### src/rtl/vend_pkg.sv
// Shared types and default parameters for the vending controller slice.
package vend_pkg;

    typedef enum logic [2:0] {
        S_IDLE,
        S_CREDIT,
        S_DISPENSE,
        S_WAIT_TAKE,
        S_CHANGE
    } state_t;

    localparam int DEFAULT_MAX_CREDIT  = 200;
    localparam int DEFAULT_CHANGE_UNIT = 5;

endpackage

### src/rtl/vend_if.sv
// Coin acceptor, button panel, dispenser and change-hopper signals of the vending controller.
interface vend_if #(
    parameter int N_SEL    = 4,
    parameter int CREDIT_W = 8
);
    localparam int SEL_W = (N_SEL > 1) ? $clog2(N_SEL) : 1;

    logic                      coin_valid;
    logic [CREDIT_W-1:0]       coin_value;
    logic                      coin_reject;
    logic                      cancel;
    logic [N_SEL-1:0]          sel_req;
    logic [N_SEL*CREDIT_W-1:0] price;
    logic [CREDIT_W-1:0]       credit;
    logic                      flash;
    logic                      insufficient;
    logic                      disp_req;
    logic [SEL_W-1:0]          disp_sel;
    logic                      disp_ack;
    logic                      received;
    logic                      change_req;
    logic                      change_ack;

    // The controller owns the dispense and change requests, so it is the master side.
    modport master (
        input  coin_valid, coin_value, cancel, sel_req, price, disp_ack, received, change_ack,
        output coin_reject, credit, flash, insufficient, disp_req, disp_sel, change_req
    );

    modport slave (
        output coin_valid, coin_value, cancel, sel_req, price, disp_ack, received, change_ack,
        input  coin_reject, credit, flash, insufficient, disp_req, disp_sel, change_req
    );

endinterface

### src/rtl/vend_controller_rr_arbiter.sv
// Round-robin selection among request lines, searching upward from the slot after ptr.
module rr_arbiter #(
    parameter int N  = 4,
    parameter int IW = (N > 1) ? $clog2(N) : 1
) (
    input  logic [N-1:0]  req,
    input  logic [IW-1:0] ptr,
    input  logic          update,
    output logic [N-1:0]  grant,
    output logic [IW-1:0] idx,
    output logic [IW-1:0] ptr_next
);

    logic          found;
    logic [IW-1:0] cand;

    // NOTE: every combinational output gets a default first so no path can infer a latch.
    always_comb begin
        grant = '0;
        idx   = '0;
        found = 1'b0;
        cand  = '0;
        for (int k = 1; k <= N; k++) begin
            cand = IW'((int'(ptr) + k) % N);
            if (!found && req[cand]) begin
                found       = 1'b1;
                idx         = cand;
                grant[cand] = 1'b1;
            end
        end
    end

    // Granted or refused, the winner becomes the new "last served" slot.
    assign ptr_next = (update && found) ? idx : ptr;

endmodule

### src/rtl/vend_controller.sv
// Credit accumulation, round-robin product selection, dispense and change-payout sequencing.
module vend_controller
    import vend_pkg::*;
#(
    parameter int N_SEL       = 4,
    parameter int CREDIT_W    = 8,
    parameter int MAX_CREDIT  = DEFAULT_MAX_CREDIT,
    parameter int CHANGE_UNIT = DEFAULT_CHANGE_UNIT
) (
    input  logic   clk,
    input  logic   resetn,
    vend_if.master bus
);

    localparam int                  SEL_W   = (N_SEL > 1) ? $clog2(N_SEL) : 1;
    localparam logic [CREDIT_W-1:0] UNIT    = CREDIT_W'(CHANGE_UNIT);
    localparam logic [CREDIT_W:0]   CEILING = (CREDIT_W + 1)'(MAX_CREDIT);

    state_t              state;
    logic [CREDIT_W-1:0] credit;
    logic                flash;
    logic                coin_reject;
    logic                insufficient;
    logic                disp_req;
    logic                change_req;
    logic [SEL_W-1:0]    disp_sel;
    logic [SEL_W-1:0]    rr_ptr;
    logic [SEL_W-1:0]    rr_ptr_next;
    logic [SEL_W-1:0]    win_idx;
    logic [N_SEL-1:0]    win_grant;
    logic [CREDIT_W-1:0] slot_price [N_SEL];
    logic [CREDIT_W-1:0] win_price;
    logic [CREDIT_W-1:0] credit_coin;
    logic [CREDIT_W:0]   coin_sum;
    logic                coin_fits;
    logic                sel_any;
    logic                arb_update;

    always_comb begin
        for (int i = 0; i < N_SEL; i++) begin
            slot_price[i] = bus.price[i*CREDIT_W +: CREDIT_W];
        end
    end

    // One extra bit on the sum so an oversize coin is refused instead of wrapping.
    assign coin_sum    = {1'b0, credit} + {1'b0, bus.coin_value};
    assign coin_fits   = (coin_sum <= CEILING);
    assign credit_coin = (bus.coin_valid && coin_fits) ? coin_sum[CREDIT_W-1:0] : credit;

    assign arb_update = (state == S_CREDIT) && !bus.cancel;
    assign sel_any    = |win_grant;
    assign win_price  = slot_price[win_idx];

    rr_arbiter #(
        .N  (N_SEL),
        .IW (SEL_W)
    ) u_arb (
        .req      (bus.sel_req),
        .ptr      (rr_ptr),
        .update   (arb_update),
        .grant    (win_grant),
        .idx      (win_idx),
        .ptr_next (rr_ptr_next)
    );

    // NOTE: state registers use non-blocking assignments so every flop sees pre-edge values.
    always_ff @(posedge clk or negedge resetn) begin
        if (!resetn) begin
            state        <= S_IDLE;
            credit       <= '0;
            flash        <= 1'b1;
            coin_reject  <= 1'b0;
            insufficient <= 1'b0;
            disp_req     <= 1'b0;
            disp_sel     <= '0;
            change_req   <= 1'b0;
            rr_ptr       <= '0;
        end else begin
            coin_reject  <= bus.coin_valid &&
                            !(state == S_IDLE || (state == S_CREDIT && coin_fits));
            insufficient <= 1'b0;
            rr_ptr       <= rr_ptr_next;

            case (state)
                S_IDLE: begin
                    if (bus.coin_valid) begin
                        credit <= bus.coin_value;
                        flash  <= 1'b0;
                        state  <= S_CREDIT;
                    end
                end

                // Affordability uses the credit held before this cycle's coin lands.
                S_CREDIT: begin
                    if (bus.cancel) begin
                        credit <= credit_coin;
                        state  <= S_CHANGE;
                    end else if (sel_any && (win_price <= credit)) begin
                        credit   <= credit_coin - win_price;
                        disp_sel <= win_idx;
                        disp_req <= 1'b1;
                        state    <= S_DISPENSE;
                    end else begin
                        insufficient <= sel_any;
                        credit       <= credit_coin;
                    end
                end

                S_DISPENSE: begin
                    if (bus.disp_ack) begin
                        disp_req <= 1'b0;
                        state    <= S_WAIT_TAKE;
                    end
                end

                S_WAIT_TAKE: begin
                    if (bus.received) begin
                        if (credit >= UNIT) begin
                            state <= S_CHANGE;
                        end else begin
                            credit <= '0;
                            flash  <= 1'b1;
                            state  <= S_IDLE;
                        end
                    end
                end

                // Request drops for one cycle after each ack, then re-arms while a unit remains.
                S_CHANGE: begin
                    if (change_req) begin
                        if (bus.change_ack) begin
                            credit     <= credit - UNIT;
                            change_req <= 1'b0;
                        end
                    end else if (credit >= UNIT) begin
                        change_req <= 1'b1;
                    end else begin
                        credit <= '0;
                        flash  <= 1'b1;
                        state  <= S_IDLE;
                    end
                end

                default: state <= S_IDLE;
            endcase
        end
    end

    assign bus.credit       = credit;
    assign bus.flash        = flash;
    assign bus.coin_reject  = coin_reject;
    assign bus.insufficient = insufficient;
    assign bus.disp_req     = disp_req;
    assign bus.disp_sel     = disp_sel;
    assign bus.change_req   = change_req;

endmodule
### src/flat_wrapper.sv
// flat-port wrapper written by rule: the top's interface ports become plain ports
module vend_controller_flat import vend_pkg::*;
#(
    parameter int N_SEL       = 4,
    parameter int CREDIT_W    = 8,
    parameter int MAX_CREDIT  = DEFAULT_MAX_CREDIT,
    parameter int CHANGE_UNIT = DEFAULT_CHANGE_UNIT
)
  (clk, resetn, bus_coin_valid, bus_coin_value, bus_cancel, bus_sel_req, bus_price, bus_disp_ack, bus_received, bus_change_ack, bus_coin_reject, bus_credit, bus_flash, bus_insufficient, bus_disp_req, bus_disp_sel, bus_change_req);
  vend_if #(.N_SEL(N_SEL), .CREDIT_W(CREDIT_W)) bus_i ();
  input  logic clk;
  input  logic resetn;
  input wire logic [$bits(bus_i.coin_valid)-1:0] bus_coin_valid;
  input wire logic [$bits(bus_i.coin_value)-1:0] bus_coin_value;
  input wire logic [$bits(bus_i.cancel)-1:0] bus_cancel;
  input wire logic [$bits(bus_i.sel_req)-1:0] bus_sel_req;
  input wire logic [$bits(bus_i.price)-1:0] bus_price;
  input wire logic [$bits(bus_i.disp_ack)-1:0] bus_disp_ack;
  input wire logic [$bits(bus_i.received)-1:0] bus_received;
  input wire logic [$bits(bus_i.change_ack)-1:0] bus_change_ack;
  output wire logic [$bits(bus_i.coin_reject)-1:0] bus_coin_reject;
  output wire logic [$bits(bus_i.credit)-1:0] bus_credit;
  output wire logic [$bits(bus_i.flash)-1:0] bus_flash;
  output wire logic [$bits(bus_i.insufficient)-1:0] bus_insufficient;
  output wire logic [$bits(bus_i.disp_req)-1:0] bus_disp_req;
  output wire logic [$bits(bus_i.disp_sel)-1:0] bus_disp_sel;
  output wire logic [$bits(bus_i.change_req)-1:0] bus_change_req;
  assign bus_i.coin_valid = bus_coin_valid;
  assign bus_i.coin_value = bus_coin_value;
  assign bus_i.cancel = bus_cancel;
  assign bus_i.sel_req = bus_sel_req;
  assign bus_i.price = bus_price;
  assign bus_i.disp_ack = bus_disp_ack;
  assign bus_i.received = bus_received;
  assign bus_i.change_ack = bus_change_ack;
  assign bus_coin_reject = bus_i.coin_reject;
  assign bus_credit = bus_i.credit;
  assign bus_flash = bus_i.flash;
  assign bus_insufficient = bus_i.insufficient;
  assign bus_disp_req = bus_i.disp_req;
  assign bus_disp_sel = bus_i.disp_sel;
  assign bus_change_req = bus_i.change_req;
  vend_controller #(.N_SEL(N_SEL), .CREDIT_W(CREDIT_W), .MAX_CREDIT(MAX_CREDIT), .CHANGE_UNIT(CHANGE_UNIT)) u_core (.clk(clk), .resetn(resetn), .bus(bus_i));
endmodule
### config.mk
export PLATFORM = sky130hd
export DESIGN_NAME = vend_controller_flat
export DESIGN_NICKNAME = d
export VERILOG_FILES = /design/src/rtl/vend_pkg.sv /design/src/rtl/vend_if.sv /design/src/rtl/vend_controller_rr_arbiter.sv /design/src/rtl/vend_controller.sv /design/src/flat_wrapper.sv
export SDC_FILE = /design/constraint.sdc
export NUM_CORES = 1
export LEC_CHECK = 0
export CELL_PAD_IN_SITES_DETAIL_PLACEMENT = 2
export CELL_PAD_IN_SITES_GLOBAL_PLACEMENT = 2
export CORE_AREA = 2 2 105 107
export CTS_CLUSTER_SIZE = 20
export DETAILED_ROUTE_END_ITERATION = 10
export DIE_AREA = 0 0 107 109
export PLACE_DENSITY_LB_ADDON = 0.05
export SKIP_LAST_GASP = 1
export SLEW_MARGIN = 15
export SYNTH_ARGS = -nofsm -noshare
export SYNTH_HDL_FRONTEND = slang
export SYNTH_HIERARCHICAL = 1
export SYNTH_SLANG_ARGS = --single-unit
export TNS_END_PERCENT = 20
### constraint.sdc
create_clock -name clk -period 6.3 [get_ports clk]
set_input_delay 1.26 -clock clk [delete_from_list [all_inputs] [get_ports clk]]
set_output_delay 1.26 -clock clk [all_outputs]
set_load 0.05 [all_outputs]
Figure 1. Supply network.
Drawn at 3 px/um. Pins as bars on the die edge.
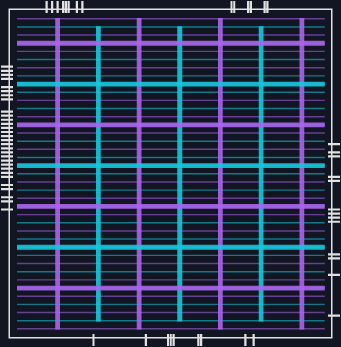
Purple stands for VSS. Cyan stands for VDD.
The core has 38 rows. 7 straps on met4.

==> results.cfg <==
; flow metrics
[finish]
n_antenna_cell = 0
fin_util = 0.380
layout_top_cells = 65 x clkdlybuf4s50_1, 33 x ha_1, 29 x inv_1

[final_timing]
rsz0062_at_grt = no
period_needed_ps = 5710
setup_viol = 0
fmax_mhz = 175
finalHoldViolations = 0
max_slew_margin = 0.323
fin_crit_sh = 0.906

[synthesis]
avgSynthCellArea_um2 = 8.55
ys_cells = 370
yosys_area_mm2 = 0.00316
area_leaders = dfrtp_1 15%, ha_1 13%, mux4_2 7.1%
syn_nets = 456
ys.flops = 20
yosys.area.top_type = dfrtp_1

[clocking]
clk_pin_slew_ps = 90
post_cts_resized = 0
cts.path.max_buffers = 2
cts_hold_buf = 0
cts_tree = yes

[routing]
antenna_left = 0

[hold_path]
hold_end = u_core/bus.disp_req

[floorplan]
dieWidth_um = 107

[critical_path]
crit_path_end_kind = flip-flop
cp-start-kind = input port

[grt]
grt_pass1_vias = 3382
grt_pass1_wl_mm = 17.7
grt_max_degree = 21

[flow_run]
warnings = 34

[outcome]
outcome = completed
Figure 2. Signal wires by layer.
Drawn at 4 px/um.
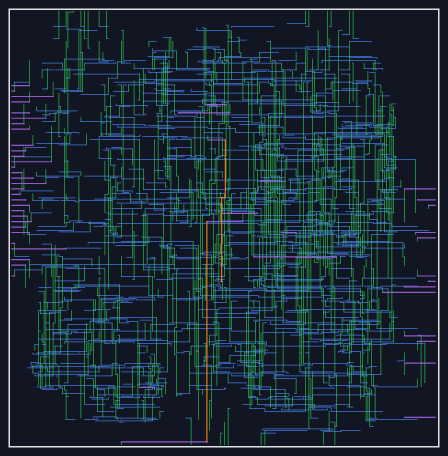
Blue stands for M1, wire length 5190 um. Green stands for M2, wire length 5300 um. Orange stands for M4, wire length 91.4 um. Purple stands for M3, wire length 305 um.

## layer usage
| layer | share of wire | global-route usage |
|---|---|---|
| met1 | 0.48 | 0.253 |
| met2 | 0.49 | 0.346 |
| met3 | 0.028 | 0.0132 |
| met4 | 0.0084 | 0.0390 |
| met5 | 0 | 0 |
## per-stage QoR
step,worst slack (ps),hold WS [ps],cell area [um2]
after floorplan,1100,615,3160
final,592,536,4030
after detailed placement,284,517,3960
after global placement,379,500,3960
after CTS,556,534,4030
after global routing,324,566,4030
## logic make-up (layout without fill, tap and decap cells)
family,Yosys count,in the layout,share of synthesized area
adder cells (fa/ha/maj),35,35,0.143
multiplexers,22,22,0.119
AND/OR/NAND/NOR,104,104,0.166
flip-flops,20,20,0.159
AND-OR/OR-AND,130,130,0.315
buffers and inverters,46,105,0.0629
XOR/XNOR,13,13,0.0360
## Yosys cell counts, types with 4 or more instances
cell      count
a22oi_1       5
clkbuf_1      4
a21o_1        6
xnor2_1      10
a211oi_1      5
dfrtp_1      19
mux4_2       10
nand3_1       9
o21a_1        5
buf_2         9
o31ai_1       4
o21ai_0      24
nor2_1       25
a21oi_1      18
nor3_1        7
inv_1        29
nor2b_1       5
a31oi_1       6
mux2_2        5
nand2b_1      4
ha_1         33
nand2_1      28
o22ai_1       5
## how the worst max path moves through the flow
| stage | end | slack, ps | cells past startpoint |
|---|---|---|---|
| 2_1_floorplan | u_core/bus.credit[7] | 1100 | 15 |
| 4_1_cts | u_core/bus.credit[6] | 560 | 20 |
| 3_3_place_gp | u_core/bus.credit[7] | 380 | 14 |
| 5_1_grt | u_core/bus.credit[7] | 320 | 19 |
| 6_report | u_core/bus.credit[7] | 590 | 19 |
| 3_5_place_dp | u_core/bus.credit[6] | 280 | 20 |
## registers in the layout (all words and copies together) (netlist names)
| register | count |
|---|---|
| u_core/state | 3 |
| u_core/bus.credit | 8 |
| u_core/bus.disp_sel | 2 |
| u_core/bus.flash | 1 |
| u_core/bus.change_req | 1 |
| u_core/bus.coin_reject | 1 |
| u_core/bus.disp_req | 1 |
| u_core/rr_ptr | 2 |
| u_core/bus.insufficient | 1 |
## layout make-up
type                    count  area, um2
clock buffers               3       41.3
clock inverters             1       30.0
fillers                  1222       6570
inverters                  30        113
multi-input cells         304       2460
flip-flops and latches     20        502
well taps                 140        175
repair buffers             71        708
## worst max-delay path: stages
cell,delay (ps)
clkdlybuf4s50_1,430
ha_1,230
inv_1,80
fa_1,200
and2b_1,220
o211a_1,250
o31a_1,300
a311o_2,380
o21ai_4,240
mux2_1,370
inv_1,100
ha_1,230
nor2b_1,140
o31a_1,280
o31a_1,270
o22ai_1,210
xnor2_1,140
or4_1,480
nand3_1,90
